**src/rtl/id_ex_operand_stage.sv**
```systemverilog
// ID/EX pipeline register: latches decoded fields on a valid/ready handshake
// and forwards MEM/WB results onto the ALU operands.
module id_ex_operand_stage #(
  parameter int unsigned XLEN = 32,
  parameter int unsigned RA_W = 5
) (
  input  logic            clk,
  input  logic            rst_n,
  input  logic            id_valid,
  output logic            id_ready,
  input  logic [RA_W-1:0] id_rs1_addr,
  input  logic [RA_W-1:0] id_rs2_addr,
  input  logic [XLEN-1:0] id_rs1_data,
  input  logic [XLEN-1:0] id_rs2_data,
  input  logic [XLEN-1:0] id_imm,
  input  logic            id_alusrc,
  input  logic [2:0]      id_aluctrl,
  input  logic [RA_W-1:0] id_rd_addr,
  input  logic            id_regwrite,
  input  logic            id_branch,
  input  logic            flush,
  input  logic            ex_ready,
  input  logic [RA_W-1:0] mem_rd_addr,
  input  logic            mem_regwrite,
  input  logic [XLEN-1:0] mem_result,
  input  logic [RA_W-1:0] wb_rd_addr,
  input  logic            wb_regwrite,
  input  logic [XLEN-1:0] wb_result,
  output logic            ex_valid,
  output logic [XLEN-1:0] ALUop1,
  output logic [XLEN-1:0] ALUop2,
  output logic [2:0]      ALUctrl,
  output logic [XLEN-1:0] ex_store_data,
  output logic [RA_W-1:0] ex_rd_addr,
  output logic            ex_regwrite,
  output logic            ex_branch
);

  logic [RA_W-1:0] rs1_addr_q, rs2_addr_q;
  logic [XLEN-1:0] rs1_data_q, rs2_data_q, imm_q;
  logic            alusrc_q, regwrite_q, branch_q;
  logic [XLEN-1:0] fwd1, fwd2;
  logic            accept;

  assign id_ready = rst_n & (~ex_valid | ex_ready);
  assign accept   = id_valid & id_ready;

  // MEM is younger than WB, so it wins when both target the same register.
  always_comb begin
    fwd1 = rs1_data_q;
    if (rs1_addr_q != '0 && mem_regwrite && mem_rd_addr == rs1_addr_q)
      fwd1 = mem_result;
    else if (rs1_addr_q != '0 && wb_regwrite && wb_rd_addr == rs1_addr_q)
      fwd1 = wb_result;
  end

  always_comb begin
    fwd2 = rs2_data_q;
    if (rs2_addr_q != '0 && mem_regwrite && mem_rd_addr == rs2_addr_q)
      fwd2 = mem_result;
    else if (rs2_addr_q != '0 && wb_regwrite && wb_rd_addr == rs2_addr_q)
      fwd2 = wb_result;
  end

  always_ff @(posedge clk) begin
    if (!rst_n) begin
      ex_valid   <= 1'b0;
      rs1_addr_q <= '0;
      rs2_addr_q <= '0;
      rs1_data_q <= '0;
      rs2_data_q <= '0;
      imm_q      <= '0;
      alusrc_q   <= 1'b0;
      ALUctrl    <= '0;
      ex_rd_addr <= '0;
      regwrite_q <= 1'b0;
      branch_q   <= 1'b0;
    end else begin
      ex_valid <= ~flush & (accept | (ex_valid & ~ex_ready));
      if (accept) begin
        rs1_addr_q <= id_rs1_addr;
        rs2_addr_q <= id_rs2_addr;
        rs1_data_q <= id_rs1_data;
        rs2_data_q <= id_rs2_data;
        imm_q      <= id_imm;
        alusrc_q   <= id_alusrc;
        ALUctrl    <= id_aluctrl;
        ex_rd_addr <= id_rd_addr;
        regwrite_q <= id_regwrite;
        branch_q   <= id_branch;
      end else begin
        // Capture forwarded values every cycle so a producer retiring from
        // WB during a stall is still seen once it leaves the pipeline.
        rs1_data_q <= fwd1;
        rs2_data_q <= fwd2;
      end
    end
  end

  assign ALUop1        = fwd1;
  assign ALUop2        = alusrc_q ? imm_q : fwd2;
  assign ex_store_data = fwd2;
  assign ex_regwrite   = ex_valid & regwrite_q;
  assign ex_branch     = ex_valid & branch_q;

endmodule

```
**config.mk**
```make
export PLATFORM = sky130hd
export DESIGN_NAME = id_ex_operand_stage
export DESIGN_NICKNAME = d
export VERILOG_FILES = /design/src/rtl/id_ex_operand_stage.sv
export SDC_FILE = /design/constraint.sdc
export NUM_CORES = 1
export LEC_CHECK = 0
export CAP_MARGIN = 25
export CELL_PAD_IN_SITES_DETAIL_PLACEMENT = 1
export CELL_PAD_IN_SITES_GLOBAL_PLACEMENT = 1
export CORE_MARGIN = 4
export CORE_UTILIZATION = 29
export CTS_BUF_LIST = sky130_fd_sc_hd__clkbuf_16
export CTS_CLUSTER_SIZE = 25
export DETAILED_ROUTE_END_ITERATION = 8
export GPL_ROUTABILITY_DRIVEN = 0
export PLACE_DENSITY = 0.92
export SLEW_MARGIN = 20
export SYNTH_ARGS = -nofsm -noshare
export SYNTH_HDL_FRONTEND = slang
export SYNTH_SLANG_ARGS = --single-unit
```
**constraint.sdc**
```tcl
create_clock -name clk -period 3.6 [get_ports clk]
set_input_delay 1.08 -clock clk [delete_from_list [all_inputs] [get_ports clk]]
set_output_delay 1.08 -clock clk [all_outputs]
set_load 0.03 [all_outputs]
```
**Wiring heat map**

The bar under the picture is 50 um long. The die is cut into 32 by 32 equal tiles; white is low, dark blue is high, scaled to the fullest tile. Values are wire area over tile area, all layers added.
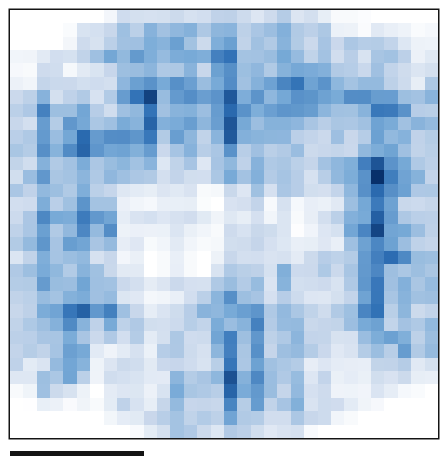
nearly empty tiles: 6.4%
mean over tiles: 0.27
fullest tile: 0.87

**Clock routing**

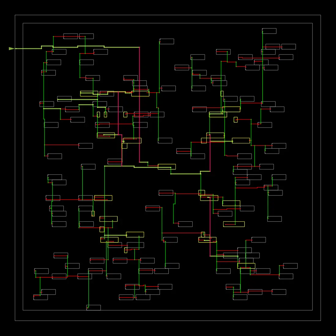
FFs & Latches: 118
# clk buffers: 17
P_clk: 1580 uW
CTS sink count: 118
Late-Pin Clk Latency: 0.42 ns

**Clock network drawn from the DEF**

The bar under the picture is 50 um long.
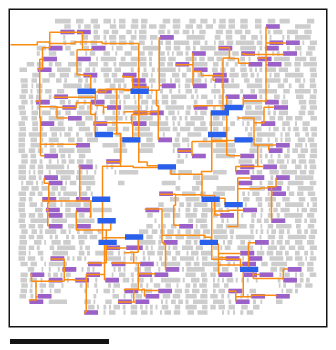
[clock wires] orange | length: 2020 um
[clock-net drivers] blue | count: 17
[flip-flops] purple | count: 118
flops lie: widely spread

**Signal wires on met3**

Cells faint in the background.
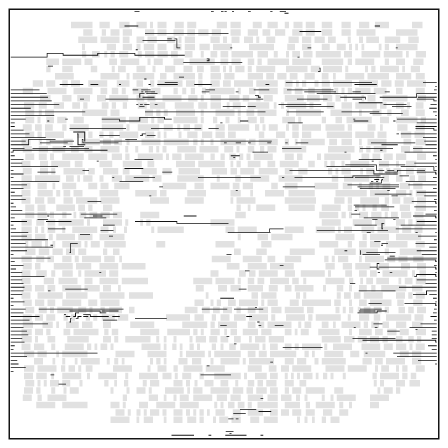
nets with wire on the layer: 287
share of all routed wire: 6.6%
longest straight run: 63.7 um

**Layout detail**

Region (60, 60) to (100, 100) um. Cells in gray, sequential cells in the stronger gray; small squares are vias.
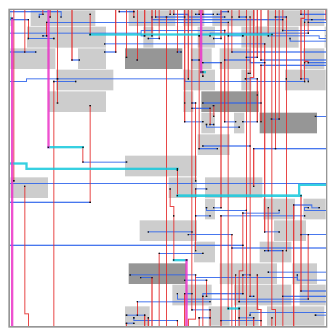
| layer | color |
|---|---|
| M3 | cyan |
| M2 | red |
| M1 | blue |
| M4 | magenta |
sequential cells in the window: 4
cells with their middle in the window: 44
most frequent: buf_12 (9), buf_6 (6), buf_4 (5)
netlist names of flops here include: rs1_data_q (3), imm_q (1)

==> how the worst min path moves through the flow <==
stage / start / endpoint / slack [ns]
after CTS: regwrite_q / regwrite_q / 0.46
after global placement: ex_rd_addr[4] / ex_rd_addr[4] / 0.44
after detailed placement: ex_rd_addr[4] / ex_rd_addr[4] / 0.45
final: regwrite_q / regwrite_q / 0.45
after floorplan: branch_q / branch_q / 0.43
after global routing: imm_q[31] / imm_q[31] / 0.48
==> cell usage after synthesis, types with 2 or more instances <==
cell      number
buf_6          7
nand2b_1       2
a21oi_1       65
a221oi_2      30
nor2_1        66
buf_1          2
clkbuf_1      61
dfxtp_1      118
o21ai_0       95
buf_8          3
o21ai_1       22
a221oi_1       2
inv_1         35
and2_1         4
and3_1         2
buf_2          5
nand2_1      111
nor3_1        34
xnor2_1        2
nor4_1         2
mux2i_1       64
a32oi_1       64
xor2_1        16
==> placed cells by master, fill, tap and decap left out, drive strengths merged <==
cell and instances:
o21ai 117, bufinv 1, a221oi 32, o31ai 1, nor2 67, buf 238
dlygate4sd2 3, nor3 34, a32oi 64, and3 2, clkdlybuf4s50 196, and2 4
nand3 1, a21bo 1, mux2i 64, bufbuf 2, xnor2 2, a21oi 65
clkinvlp 2, a211oi 1, nand2b 2, clkbuf 17, inv 38, nand2 111
or4 1, clkinv 7, dfxtp 118, o2111ai 1, nor4 3, xor2 16
nand4 1, nor2b 1, diode 5
==> power by group through the flow <==
stage	Combinational, uW	Clock [uW]	Sequential [uW]
global route	1840	1660	1510
finish	1770	1580	1510
CTS	1680	1580	1490
global placement	1430	0	1490
detailed placement	1470	0	1500
floorplan	742	0	1490
==> metrics by stage <==
stage	hold slack, ns	std cells	setup TNS, ns	total power [uW]
2_1_floorplan	0.4314	823	-4.227	2228
3_3_place_gp	0.4450	1438	-60.20	2925
3_5_place_dp	0.4543	1438	-64.72	2977
4_1_cts	0.4606	1495	-31.08	4753
5_1_grt	0.4837	1502	-36.65	5011
6_report	0.4549	1503	-30.78	4858
==> state kept, by name, summed over array words and instances (netlist names) <==
| name | count |
|---|---|
| ALUctrl | 3 |
| alusrc_q | 1 |
| branch_q | 1 |
| ex_rd_addr | 5 |
| ex_valid | 1 |
| imm_q | 32 |
| regwrite_q | 1 |
| rs1_addr_q | 5 |
| rs1_data_q | 32 |
| rs2_addr_q | 5 |
| rs2_data_q | 32 |
==> cell families after synthesis <==
kind of cell              Yosys count
DFF                               118
and+or+nand+nor                   227
muxes                              64
xor gates and xnor gates           18
AOI/OAI and AO/OA                 282
buffers and inverters             114
==> layer usage <==
layer	part of all wire (%)	global-route usage, %	wire length (um)	up-vias
li1	-	-	-	3766
met1	36	33.46	15130	4220
met4	5.9	16.65	2467	0
met3	6.6	7.093	2771	160
met5	0	0	0	-
met2	51	55.38	21350	538
==> timing repair <==
action | 4_1_cts | 5_1_grt
resized | 286 | 63
cloned | 13 | 0
pin swaps | 61 | 23
setup endpoints to repair | 96 | 96
setup buffers | 18 | 9
hold buffers | 0 | 0
==> results_slide.txt <==
Synthesis and Place & Route Summary

Critical path
  • Critical path class: in -> out
  • CP max stage delay: 0.35 ns
  • R2r startpoint: rs1_addr_q[4]
  • Crit. path cell count: 10
  • Crit-path max FO: 7
  • Most frequent CP cell: buf_6
  • Crit start category: input pin
  • Critical Path End: ALUop2[19]
  • WP buf/inv: 5
  • R2R Setup Slk: 1.12 ns
  • Worst reg2reg path endpoint: rs1_data_q[4]
  • Crit path DRT: 2.52 ns
  • Critical Path, Cell by Cell: buf_8 -> xor2_4 -> nor4_4 -> o2111ai_4 -> buf_6 -> buf_12 -> mux2i_4 -> buf_6 -> a221oi_4 -> buf_6

Finish
  • Finished Core Util: 59.54%
  • Biggest Area Class: logic gates
  • Share of post-route cells with drive strength above 1: 37.76%
  • Flop share of the area: 17.61%
  • MI comb cells: 591
  • Multi-input logic portion of the cell area: 39.03%
  • Non-CTS buffers: 439
  • Comb. cell area: 5245 um^2
  • Data buffer area share: 35.78%

Clock tree
  • Clk root buf: clkbuf_16
  • CTS tree: yes
  • Clock buffer depth: 2
  • Clk slew on worst S/H paths: 0.06 ns
  • Total CTS buffers: 17

Synthesis
  • Leading area contributor after synthesis: dfxtp_1
  • Biggest combinational cell group after synthesis: AND-OR/OR-AND gates
  • Avg Inst Size Synth: 8.067 um^2
  • Ys flop type: dfxtp_1
  • YS chip area: 6639 um^2
  • Mux frac, synth: 9.649%
  • AO/OA Area Share: 29.98%
  • Area leader share: 35.58%

Floorplan
  • Ports: 306
  • Area of the die: 25380 um^2
  • Tap Count: 285
  • Floorplan core density: 29.41%
  • Core Area: 22570 um^2
  • Site Rows: 55

Power
  • Worst-case vdd ir drop: 0.0002741 V
  • Psw: 1676 uW
  • Pleak: 0.005198 uW
  • Clock Power Share: 32.5%
  • Pwr per Cell Area: 361.5 nW/um^2

STA
  • Slew headroom: 50.92%
  • Setup violators final: 96
  • Final WS setup: -0.5047 ns
  • Max-slew violations: 0
  • Period utilization: 114.0%
  • Fmax: 243.6 MHz
  • RSZ-0062 raised after global routing: true

Place
  • Dpl ws: -0.8007 ns
  • Detail Placement HPWL: 24330 um
  • Port Buffer Count: 305
  • Post-DP Area: 10990 um^2

Run status
  • Failing checks: negative setup slack
  • Outcome: finished with violations

Job
  • Max-cap violations: 0
  • Tool warnings: 32

GRT
  • Largest net degree at the start of global routing: 171
  • Initial antenna violation count: 5
  • Grt ovf: 0

Hold path
  • Worst min path class: reg -> reg

Drt
  • Drc violations: 0
  • Iteration tally of the first detailed-router pass: 6
  • Iteration-0 DRC Markers: 598
Power figures rest on the tool's default switching activity, not on a simulated workload.
